## src/rtl/frame_scheduler.sv

```systemverilog
// frame_scheduler: sequences a run of NUM_FRAMES frame requests to the feeder,
// tracks each frame's byte stream and side-info completion, and flags faults
// (timeout, bad header, missing side info) through a sticky error bit.
module frame_scheduler #(
    parameter int unsigned NUM_FRAMES     = 8,
    parameter int unsigned TIMEOUT_CYCLES = 4096
) (
    input  logic        clk,
    input  logic        rst,
    input  logic        start,
    input  logic [6:0]  start_frame,
    input  logic        stop,
    input  logic        downstream_ready,
    input  logic        byte_valid,
    input  logic        valid_header,
    input  logic [10:0] frame_size,
    input  logic        side_info_done,
    output logic        frame_num_ov,
    output logic [6:0]  frame_num_od,
    output logic        busy,
    output logic        frame_done,
    output logic        error,
    output logic [15:0] frames_done_count
);

    localparam int unsigned FW = 7;
    localparam int unsigned SW = 11;
    localparam int unsigned CW = 16;
    localparam int unsigned RW = 8;
    localparam int unsigned TW = $clog2(TIMEOUT_CYCLES + 1);
    localparam int unsigned HDR_BYTES = 4;

    typedef enum logic [2:0] {
        IDLE,
        ISSUE,
        WAIT_HDR,
        STREAM,
        WAIT_READY
    } state_t;

    state_t          state;
    logic [FW-1:0]   cur_frame;
    logic [RW-1:0]   run_left;
    logic [SW-1:0]   remaining;
    logic [TW-1:0]   timer;
    logic            si_seen;

    logic            timer_expired;
    logic            si_now;
    logic [CW-1:0]   count_next;

    // Idle-cycle budget is used up on this cycle if no qualifying event arrives
    assign timer_expired = (timer == TW'(TIMEOUT_CYCLES - 1));
    // Side info counts if seen earlier or arriving together with this byte
    assign si_now        = si_seen | side_info_done;
    // Completed-frame counter saturates rather than wrapping
    assign count_next    = (frames_done_count == {CW{1'b1}}) ? frames_done_count
                                                             : frames_done_count + CW'(1);

    // Run sequencer: state, counters and all registered outputs
    always_ff @(posedge clk or negedge rst) begin
        if (!rst) begin
            state             <= IDLE;
            cur_frame         <= '0;
            run_left          <= '0;
            remaining         <= '0;
            timer             <= '0;
            si_seen           <= 1'b0;
            frame_num_ov      <= 1'b0;
            frame_num_od      <= '0;
            busy              <= 1'b0;
            frame_done        <= 1'b0;
            error             <= 1'b0;
            frames_done_count <= '0;
        end else begin
            frame_num_ov <= 1'b0;
            frame_done   <= 1'b0;
            if (state != IDLE && stop) begin
                state <= IDLE;
                busy  <= 1'b0;
            end else begin
                case (state)
                    IDLE: begin
                        if (start && !stop) begin
                            cur_frame         <= start_frame;
                            run_left          <= RW'(NUM_FRAMES);
                            error             <= 1'b0;
                            frames_done_count <= '0;
                            busy              <= 1'b1;
                            frame_num_ov      <= 1'b1;
                            frame_num_od      <= start_frame;
                            state             <= ISSUE;
                        end
                    end
                    ISSUE: begin
                        timer <= '0;
                        state <= WAIT_HDR;
                    end
                    WAIT_HDR: begin
                        if (valid_header) begin
                            timer <= '0;
                            if (frame_size > SW'(HDR_BYTES)) begin
                                remaining <= frame_size - SW'(HDR_BYTES);
                                si_seen   <= 1'b0;
                                state     <= STREAM;
                            end else begin
                                error <= 1'b1;
                                busy  <= 1'b0;
                                state <= IDLE;
                            end
                        end else if (timer_expired) begin
                            error <= 1'b1;
                            busy  <= 1'b0;
                            state <= IDLE;
                        end else begin
                            timer <= timer + TW'(1);
                        end
                    end
                    STREAM: begin
                        if (byte_valid) begin
                            timer <= '0;
                            if (remaining == SW'(1)) begin
                                remaining <= '0;
                                si_seen   <= 1'b0;
                                if (si_now) begin
                                    frame_done        <= 1'b1;
                                    frames_done_count <= count_next;
                                    run_left          <= run_left - RW'(1);
                                    state             <= WAIT_READY;
                                end else begin
                                    error <= 1'b1;
                                    busy  <= 1'b0;
                                    state <= IDLE;
                                end
                            end else begin
                                remaining <= remaining - SW'(1);
                                si_seen   <= si_now;
                            end
                        end else begin
                            si_seen <= si_now;
                            if (timer_expired) begin
                                error <= 1'b1;
                                busy  <= 1'b0;
                                state <= IDLE;
                            end else begin
                                timer <= timer + TW'(1);
                            end
                        end
                    end
                    WAIT_READY: begin
                        if (run_left == '0) begin
                            busy  <= 1'b0;
                            state <= IDLE;
                        end else if (downstream_ready) begin
                            cur_frame    <= cur_frame + FW'(1);
                            frame_num_ov <= 1'b1;
                            frame_num_od <= cur_frame + FW'(1);
                            state        <= ISSUE;
                        end
                    end
                    default: begin
                        busy  <= 1'b0;
                        state <= IDLE;
                    end
                endcase
            end
        end
    end

endmodule

```

## config.mk

```make
export PLATFORM = sky130hd
export DESIGN_NAME = frame_scheduler
export DESIGN_NICKNAME = d
export VERILOG_FILES = /design/src/rtl/frame_scheduler.sv
export SDC_FILE = /design/constraint.sdc
export NUM_CORES = 1
export LEC_CHECK = 0
export ABC_AREA = 1
export CORE_AREA = 3 3 119 121
export CTS_CLUSTER_SIZE = 30
export DETAILED_ROUTE_END_ITERATION = 10
export DIE_AREA = 0 0 122 124
export DONT_BUFFER_PORTS = 1
export GPL_TIMING_DRIVEN = 0
export PLACE_DENSITY = 0.49
export REMOVE_ABC_BUFFERS = 1
export SLEW_MARGIN = 10
export SYNTH_ARGS = -nofsm -noshare
export SYNTH_HDL_FRONTEND = slang
export SYNTH_SLANG_ARGS = --single-unit
```

## constraint.sdc

```tcl
create_clock -name clk -period 3.5 [get_ports clk]
set_input_delay 0.7 -clock clk [delete_from_list [all_inputs] [get_ports clk]]
set_output_delay 0.7 -clock clk [all_outputs]
set_load 0.01 [all_outputs]
```

==> run_1/layers.png <==
Scale bar: 20 um.
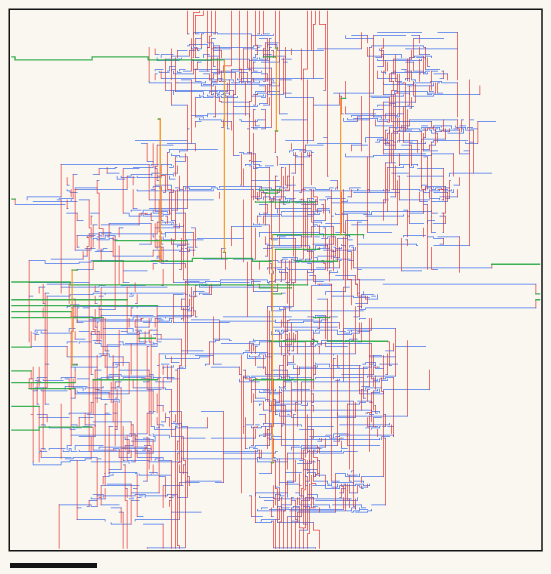
| colour | layer | wire length |
|---|---|---|
| orange | M4 | 201 um |
| green | M3 | 485 um |
| blue | M1 | 4730 um |
| red | M2 | 4660 um |
Total Routing Usage GR: 14.2%
Routed WL: 10100 um
number of vias in the routed layout: 3741

==> run_1/congestion_map.png <==
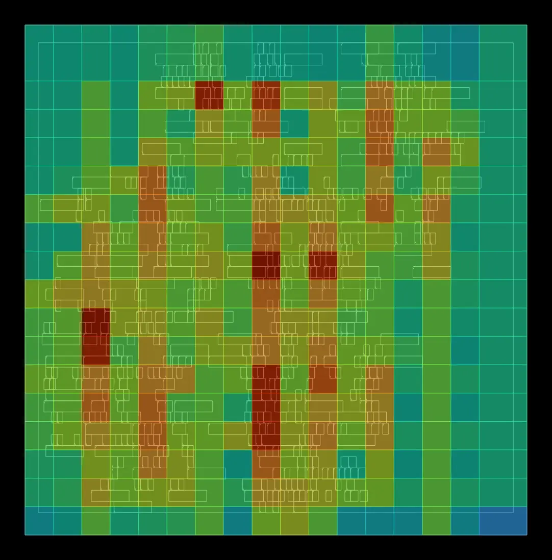
global routing met2 resource utilization: 22.8%
post-route core utilization: 35.5%
met1 capacity usage during global routing: 18.0%

==> run_1/gates.png <==
Scale bar: 20 um.
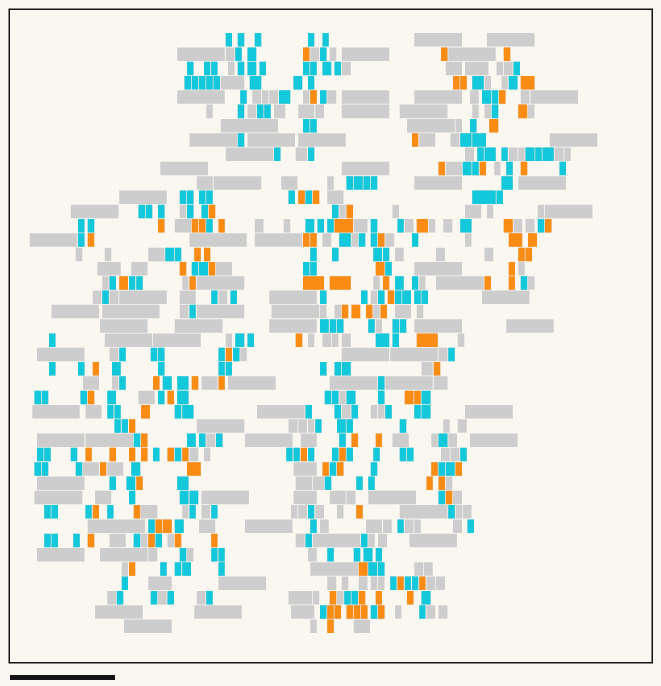
| colour | family | cells | most used |
|---|---|---|---|
| orange | nor cells | 111 | nor2_1 |
| cyan | nand cells | 260 | nand2_1 |
number of standard cells in the layout, taps in and fillers out: 804
logic share of the area: 48.4%
most frequent logic cell in the layout: nand2_1

==> out/qor_table.md, run 1 <==
| Parameter | Value | Unit |
| --- | --- | --- |
| Classification of the worst-slack hold path | primary input to asynchronous set/reset pin | - |
| Initial DRT Pass Iterations | 5 | - |
| Dominant class by area | combinational gates | - |
| Average instance area after synthesis | 6.68 | sq um |
| Fraction of synthesized area in multiplexers | 0 | % |
| Share of the synthesized area in the top cell type | 37.9 | % |
| Drt first-iter violations | 207 | - |
| Worst hold margin | 58.3 | ps |
| Launching instance or port of the critical path | state[1]$_DFFE_PN0P_ | - |
| Post-cts hold-fix buffer tally | 0 | - |
| Post-synth seq share | 37.9 | % |
| Clock transition at the register clock pins on the worst setup and hold paths after CTS | 50 | ps |
| Layout buffer count excluding clock buffers | 0 | - |
| Synth top cell by count | nand2_1 | - |
| Critical path fanouts, max | 25 | - |
| Outcome | finished clean | - |
| Total cell area at the placement stage | 4330 | sq um |
| Non-clock inverter instance count of the final layout | 70 | - |
| Seq/total area | 33.6 | % |
| Max-capacitance violation count | 0 | - |
| # IOs | 53 | - |
| Multi-input gate count | 479 | - |
| Cell type group with the largest total delay on the critical path | simple AND/OR/NAND/NOR gates | - |
| Main combinational cell family by area after synthesis | simple AND/OR/NAND/NOR gates | - |
| Clock buffer count | 9 | - |
| Worst reg-to-reg path cell count | 6 | - |
| Relative contribution of the clock network to total power | 31.5 | % |
| Worst slack at placement | 769 | ps |
| Number of I/O port buffers | 0 | - |
| Multi-input logic area | 2270 | sq um |
| Combinational power | 1.22 | mW |
| Delay of the slowest critical-path stage | 590 | ps |
| Detail-routed net length per standard cell | 12.5 | um |
| Master of the slowest instance on the critical path | nand3_1 | - |
| Highest signal layer in the routed design | met4 | - |
| Cell Rows | 42 | - |
| Net switching power | 1.38 | mW |
| Inserted Diodes | 0 | - |
| Number of buffers added for setup after CTS | 0 | - |
| Number of tap cells added at floorplan | 176 | - |
| Top post-synthesis cells by area | dfrtp_1 (38%), nand2_1 (19%), nor2_1 (8.3%), inv_1 (5.9%), o21ai_0 (4.7%) | - |
| Area share of buffers outside the clock network | 0 | % |
| Clock Network Area Fraction | 7.69 | % |
| Setup crit start kind | flip-flop | - |
| Switching power as a share of total power | 39.7 | % |
| Power drawn by the clock network | 1.09 | mW |
| Global placement routability congestion | 0.823 | - |
| Post-Syn Instances | 623 | - |
| RSZ-0062 raised after global routing | no | - |
| Antenna viol nets, final | 0 | - |
| Stages on worst setup path | 6 | - |
| Parity-gate share of the synthesized area counting xor and xnor cells | 5.47 | % |
| Summed standard-cell area reported by yosys | 4160 | sq um |
| Share of final-layout standard cells stronger than drive strength 1 | 5.25 | % |
| Flip-flop count of the largest register, all copies and words added | 16 | - |
| Crit path kind | flip-flop to flip-flop | - |
| Detailed-placement wirelength estimate | 7400 | um |
| AND/OR/NAND/NOR Cells, Area Fraction | 37.4 | % |
| Leading registers by flop count | frames_done_count: 16 flops, timer: 13 flops, remaining: 11 flops | - |
| Power group with the largest share | combinational logic | - |
| Post-route minimum period | 2680 | ps |
| Starting density of the core | 31.5 | % |
| Number of warnings printed during yosys synthesis | 0 | - |
| Post-layout net count | 657 | - |
| Worst Setup EP | frames_done_count[1]$_DFFE_PN0P_ | - |
| Worst clock skew | 5.99 | ps |
| Yosys cell types | 31 | - |
| Number of setup violations in the final report | 0 | - |
| Fill count | 1391 | - |
| Combined flip-flop and latch cell area | 1580 | sq um |
| Buffer-and-inverter tally for the worst setup path | 1 | - |
| Number of H-tree levels | 3 | - |
| Height of the die | 124 | um |
| Worst R2R Start | state[1]$_DFFE_PN0P_ | - |
| Post-synthesis compound-gate area fraction | 9.20 | % |
| Count of unresolved DRC violations after routing | 0 | - |
| Ratio of routed vias to standard cells | 4.65 | - |
| Number of global-route vias before repair | 3564 | - |
| Combinational share of power | 35.1 | % |
| Count of endpoints failing hold in the final timing report | 0 | - |
| Finished layout cell area | 4690 | sq um |
| Series of cell instances along the critical path | nand2_1 > nor2_4 > inv_2 > o21ai_1 > nand3_1 > o21ai_1 | - |
| Leading register cell type out of synthesis | dfrtp_1 | - |
| Met3 routing resource usage after global routing | 3.59 | % |
==> run 2: changes to the inputs <==
- clock period: 3.5 -> 2.6 ns (I/O delays scaled with it)
==> run 2 against run 1 <==
Effect of this change: fmax increased by 27%; critical endpoint is now run_left[1]$_DFFE_PN0P_; final cell count rose by 0.75%; worst setup slack lost 330 ps; sequential share of layout area shrank 0.51 points; utilization is 0.55 points higher; highest routed layer unchanged; sequential cell count did not move; die size unchanged; critical path depth rose by 2.
==> out/qor_table.md, run 2 <==
| Parameter | Value | Unit | Delta |
| --- | --- | --- | --- |
| Outcome | finished clean | - |  |
| Combined flip-flop and latch cell area | 1580 | sq um | unchanged |
| # IOs | 53 | - | unchanged |
| Main combinational cell family by area after synthesis | simple AND/OR/NAND/NOR gates | - |  |
| Highest signal layer in the routed design | met4 | - |  |
| Power group with the largest share | combinational logic | - |  |
| Total cell area at the placement stage | 4330 | sq um | unchanged |
| Most frequent logic cell in the layout | nand2_1 | - |  |
| Dominant class by area | combinational gates | - |  |
| Power drawn by the clock network | 1.47 | mW | +35% |
| Flip-flop count of the largest register, all copies and words added | 16 | - | unchanged |
| Seq/total area | 33.1 | % | -0.51 points |
| AND/OR/NAND/NOR Cells, Area Fraction | 37.4 | % | unchanged |
| Logic share of the area | 47.8 | % | -0.58 points |
| Parity-gate share of the synthesized area counting xor and xnor cells | 5.47 | % | unchanged |
| Relative contribution of the clock network to total power | 31.1 | % | -0.4 points |
| Number of tap cells added at floorplan | 176 | - | unchanged |
| Number of standard cells in the layout, taps in and fillers out | 810 | - | +0.75% |
| Area share of buffers outside the clock network | 1.37 | % | +1.4 points |
| Net switching power | 1.89 | mW | +37% |
| Fill count | 1383 | - | -0.58% |
| Leading registers by flop count | frames_done_count: 16 flops, timer: 13 flops, remaining: 11 flops | - |  |
| Master of the slowest instance on the critical path | dfrtp_1 | - |  |
| Worst reg-to-reg path cell count | 8 | - | +2 |
| Series of cell instances along the critical path | nand2_1 > nor2_4 > inv_2 > o21ai_1 > nand2_1 > nor2_1 > nand2_1 > nand2_1 | - |  |
| Average instance area after synthesis | 6.68 | sq um | unchanged |
| Worst slack at placement | -131 | ps | -900 ps |
| Post-Syn Instances | 623 | - | unchanged |
| Number of setup violations in the final report | 0 | - | unchanged |
| Met3 routing resource usage after global routing | 3.59 | % | unchanged |
| Critical path fanouts, max | 25 | - | unchanged |
| Launching instance or port of the critical path | state[1]$_DFFE_PN0P_ | - |  |
| Detailed-placement wirelength estimate | 7400 | um | unchanged |
| Post-synth seq share | 37.9 | % | unchanged |
| Worst hold margin | 54.9 | ps | -3.39 ps |
| Post-layout net count | 663 | - | +0.91% |
| Yosys cell types | 31 | - | unchanged |
| Met1 capacity usage during global routing | 18.1 | % | +0.085 points |
| Initial DRT Pass Iterations | 4 | - | -1 |
| Non-clock inverter instance count of the final layout | 70 | - | unchanged |
| Number of buffers added for setup after CTS | 0 | - | unchanged |
| Switching power as a share of total power | 39.9 | % | +0.17 points |
| Routed WL | 10100 | um | +0.68% |
| Clock transition at the register clock pins on the worst setup and hold paths after CTS | 50 | ps | about the same |
| Global placement routability congestion | 0.823 | - | unchanged |
| Classification of the worst-slack hold path | primary input to asynchronous set/reset pin | - |  |
| Fraction of synthesized area in multiplexers | 0 | % | unchanged |
| Post-synthesis compound-gate area fraction | 9.20 | % | unchanged |
| Inserted Diodes | 0 | - | unchanged |
| Post-route minimum period | 2100 | ps | -575 ps |
| Layout buffer count excluding clock buffers | 6 | - | +6 |
| Stages on worst setup path | 8 | - | +2 |
| Antenna viol nets, final | 0 | - | unchanged |
| Count of unresolved DRC violations after routing | 0 | - | unchanged |
| Clock Network Area Fraction | 7.57 | % | -0.12 points |
| Drt first-iter violations | 204 | - | -1.4% |
| Clock buffer count | 9 | - | unchanged |
| Share of final-layout standard cells stronger than drive strength 1 | 6.47 | % | +1.2 points |
| Number of H-tree levels | 3 | - | unchanged |
| Crit path kind | flip-flop to flip-flop | - |  |
| Summed standard-cell area reported by yosys | 4160 | sq um | unchanged |
==> run_2/gates.png <==
Scale bar: 20 um.
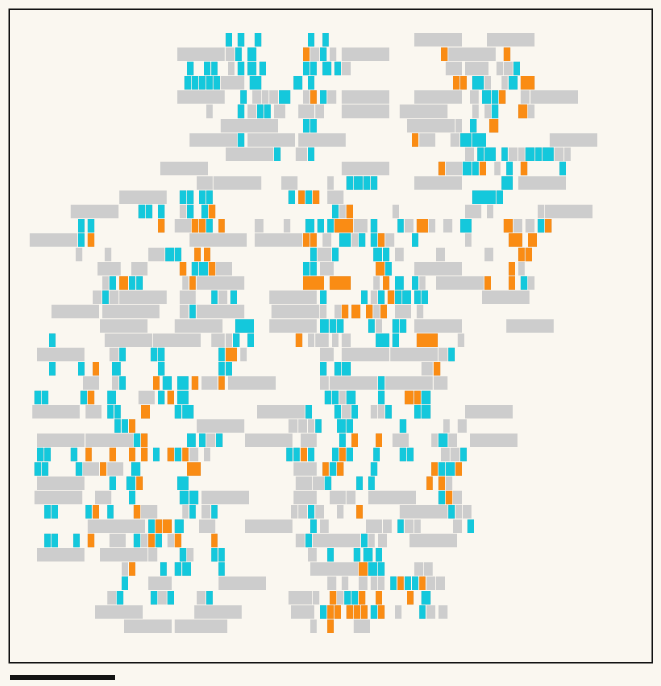
| colour | family | cells | most used |
|---|---|---|---|
| cyan | nand cells | 260 | nand2_1 |
| orange | nor cells | 111 | nor2_1 |

==> run_2/util_map.png <==
12 x 12 tiles, from dark blue (low) to red (high), 0 to 100% covered.
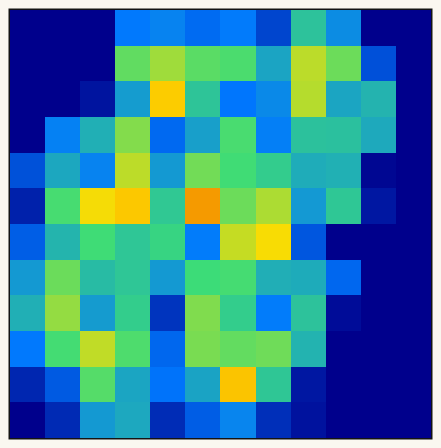
fullest tile: 83%
tiles over 75% full: 2.8%
densest ninth of the die: centre
emptiest ninth of the die: south-east
mean over tiles: 30%
starting density of the core: 31.5%
post-route core utilization: 36.1%
core outline area: 13200 sq um

==> run 3: changes to the inputs <==
- PLACE_DENSITY: 0.49 -> 0.5
- clock period: 2.6 -> 1.7 ns (I/O delays scaled with it)
==> run 3 against run 2 <==
Effect of this change: the flow now finishes with violations (negative hold slack, negative setup slack); register-to-register slack got worse by 530 ps; power is 87% higher; die size stayed put; sequential power grew 55%; worst setup slack worse by 530 ps; synthesized area is the same; clock skew about the same; critical path type unchanged.
==> out/qor_table.md, run 3 <==
| Parameter | Value | Unit | Delta |
| --- | --- | --- | --- |
| Outcome | finished, violations left | - |  |
| Violated checks | negative hold slack, negative setup slack | - |  |
| # IOs | 53 | - | unchanged |
| Share of final-layout standard cells stronger than drive strength 1 | 22.8 | % | +16 points |
| Worst hold margin | -306 | ps | -361 ps |
| Post-route minimum period | 1730 | ps | -367 ps |
| Count of unresolved DRC violations after routing | 0 | - | unchanged |
| Combinational share of power | 48.4 | % |  |
| Post-synth seq share | 37.9 | % | unchanged |
| Master of the slowest instance on the critical path | dfrtp_2 | - |  |
| Parity-gate share of the synthesized area counting xor and xnor cells | 5.47 | % | unchanged |
| Worst slack at placement | -1040 | ps | -910 ps |
| Fraction of synthesized area in multiplexers | 0 | % | unchanged |
| Buffer-and-inverter tally for the worst setup path | 2 | - |  |
| Number of buffers added for setup after CTS | 24 | - | +24 |
| Yosys cell types | 31 | - | unchanged |
| Source-to-sink clock delay at the later pin of the worst-skew pair | 340 | ps |  |
| Power group with the largest share | combinational logic | - |  |
| Logic share of the area | 46.8 | % | -0.96 points |
| Most frequent logic cell in the layout | nand2_1 | - |  |
| Internal Dissipation | 5.26 | mW |  |
| Met3 routing resource usage after global routing | 3.54 | % | -0.045 points |
| Crit path kind | flip-flop to flip-flop | - |  |
| Classification of the worst-slack hold path | primary input to asynchronous set/reset pin | - |  |
| Number of tap cells added at floorplan | 176 | - | unchanged |
| Seq/total area | 28.4 | % | -4.7 points |
| Met1 capacity usage during global routing | 18.7 | % | +0.59 points |
| Relative contribution of the clock network to total power | 24.3 | % | -6.8 points |
| Average instance area after synthesis | 6.68 | sq um | unchanged |
| Minimum setup slack in the final design | -34.0 | ps |  |
| Core outline area | 13200 | sq um | unchanged |
| Layout-stage area growth over the synthesis result | 33.9 | % |  |
| Chip footprint | 15100 | sq um |  |
| Worst clock skew | 6.59 | ps |  |
| Number of standard cells in the layout, taps in and fillers out | 864 | - | +6.7% |
| Fill count | 1306 | - | -5.6% |
| Number of setup violations in the final report | 12 | - | +12 |
| AND/OR/NAND/NOR Cells, Area Fraction | 37.4 | % | unchanged |
| Switching power as a share of total power | 40.8 | % | +0.93 points |
| Routed WL | 11700 | um | +15% |
| Area share of buffers outside the clock network | 9.19 | % | +7.8 points |
| Series of cell instances along the critical path | nor2_4 > buf_12 > nand2_4 > or2_4 > nand2_2 > nor2_2 > o21ai_4 > clkinvlp_4 > nand2_1 > nand2_1 | - |  |
| Required time reported for the critical path endpoint | 1920 | ps |  |
| Count of endpoints failing hold in the final timing report | 63 | - |  |
| Launching instance or port of the critical path | state[1]$_DFFE_PN0P_ | - |  |
| Detailed-placement wirelength estimate | 7320 | um | -1.1% |
| Worst reg-to-reg path cell count | 10 | - | +2 |
| Initial DRT Pass Iterations | 5 | - | +1 |
| Reported leakage power | 2.57 | nW |  |
| TritonCTS Sinks | 63 | - |  |
| Clock Network Area Fraction | 6.22 | % | -1.3 points |
| Clock buffer count | 10 | - | +1 |
| Non-clock inverter instance count of the final layout | 72 | - | +2.9% |
| Critical path fanouts, max | 5 | - | -80% |
| Global placement routability congestion | 0.823 | - | about the same |
| Number of H-tree levels | 3 | - | unchanged |
| Number of global-route vias before repair | 3657 | - |  |
| Main combinational cell family by area after synthesis | simple AND/OR/NAND/NOR gates | - |  |
| Number of warnings printed during yosys synthesis | 0 | - |  |
| Post-layout net count | 717 | - | +8.1% |
| Starting density of the core | 31.5 | % | unchanged |
| Share of the synthesized area in the top cell type | 37.9 | % |  |
| Highest signal layer in the routed design | met4 | - |  |
| Total cell area at the placement stage | 4330 | sq um | unchanged |
| Flip-flop count of the largest register, all copies and words added | 16 | - | unchanged |
| Post-route core utilization | 42.2 | % | +6.1 points |
| Net switching power | 3.62 | mW | +92% |
| Antenna viol nets, final | 0 | - | unchanged |
| Post-Syn Instances | 623 | - | unchanged |
| Synthesis-stage register bit count | 63 | - |  |
| Power drawn by the clock network | 2.16 | mW | +47% |
| Area of the mapped netlist | 4160 | sq um |  |
| Leading registers by flop count | frames_done_count: 16 flops, timer: 13 flops, remaining: 11 flops | - |  |
| Max-slew violation count | 0 | - |  |
| Clock transition at the register clock pins on the worst setup and hold paths after CTS | 60 | ps | about the same |
| Dominant class by area | combinational gates | - |  |
| Stages on worst setup path | 10 | - | +2 |
| Drt first-iter violations | 207 | - | +1.5% |
| Layout buffer count excluding clock buffers | 55 | - | +49 |
| Post-synthesis compound-gate area fraction | 9.20 | % | unchanged |
| Summed standard-cell area reported by yosys | 4160 | sq um | unchanged |
| Inserted Diodes | 0 | - | unchanged |
| Combined flip-flop and latch cell area | 1580 | sq um | +0.48% |
==> run_3/layers.png <==
Scale bar: 20 um.
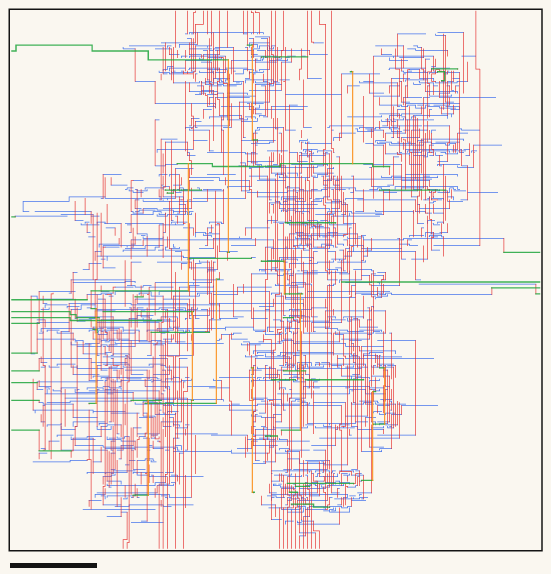
| colour | layer | wire length |
|---|---|---|
| red | M2 | 5680 um |
| green | M3 | 533 um |
| orange | M4 | 309 um |
| blue | M1 | 5160 um |

==> run_3/clock_wires.png <==
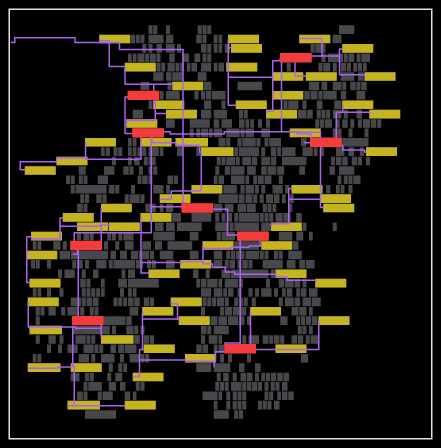
[purple] clock wires | length: 1070 um
[red] clock-net drivers | count: 9
[yellow] flip-flops | count: 63
routed clock nets: 10
flops lie: widely spread

Power is estimated from default activity; no workload was simulated.
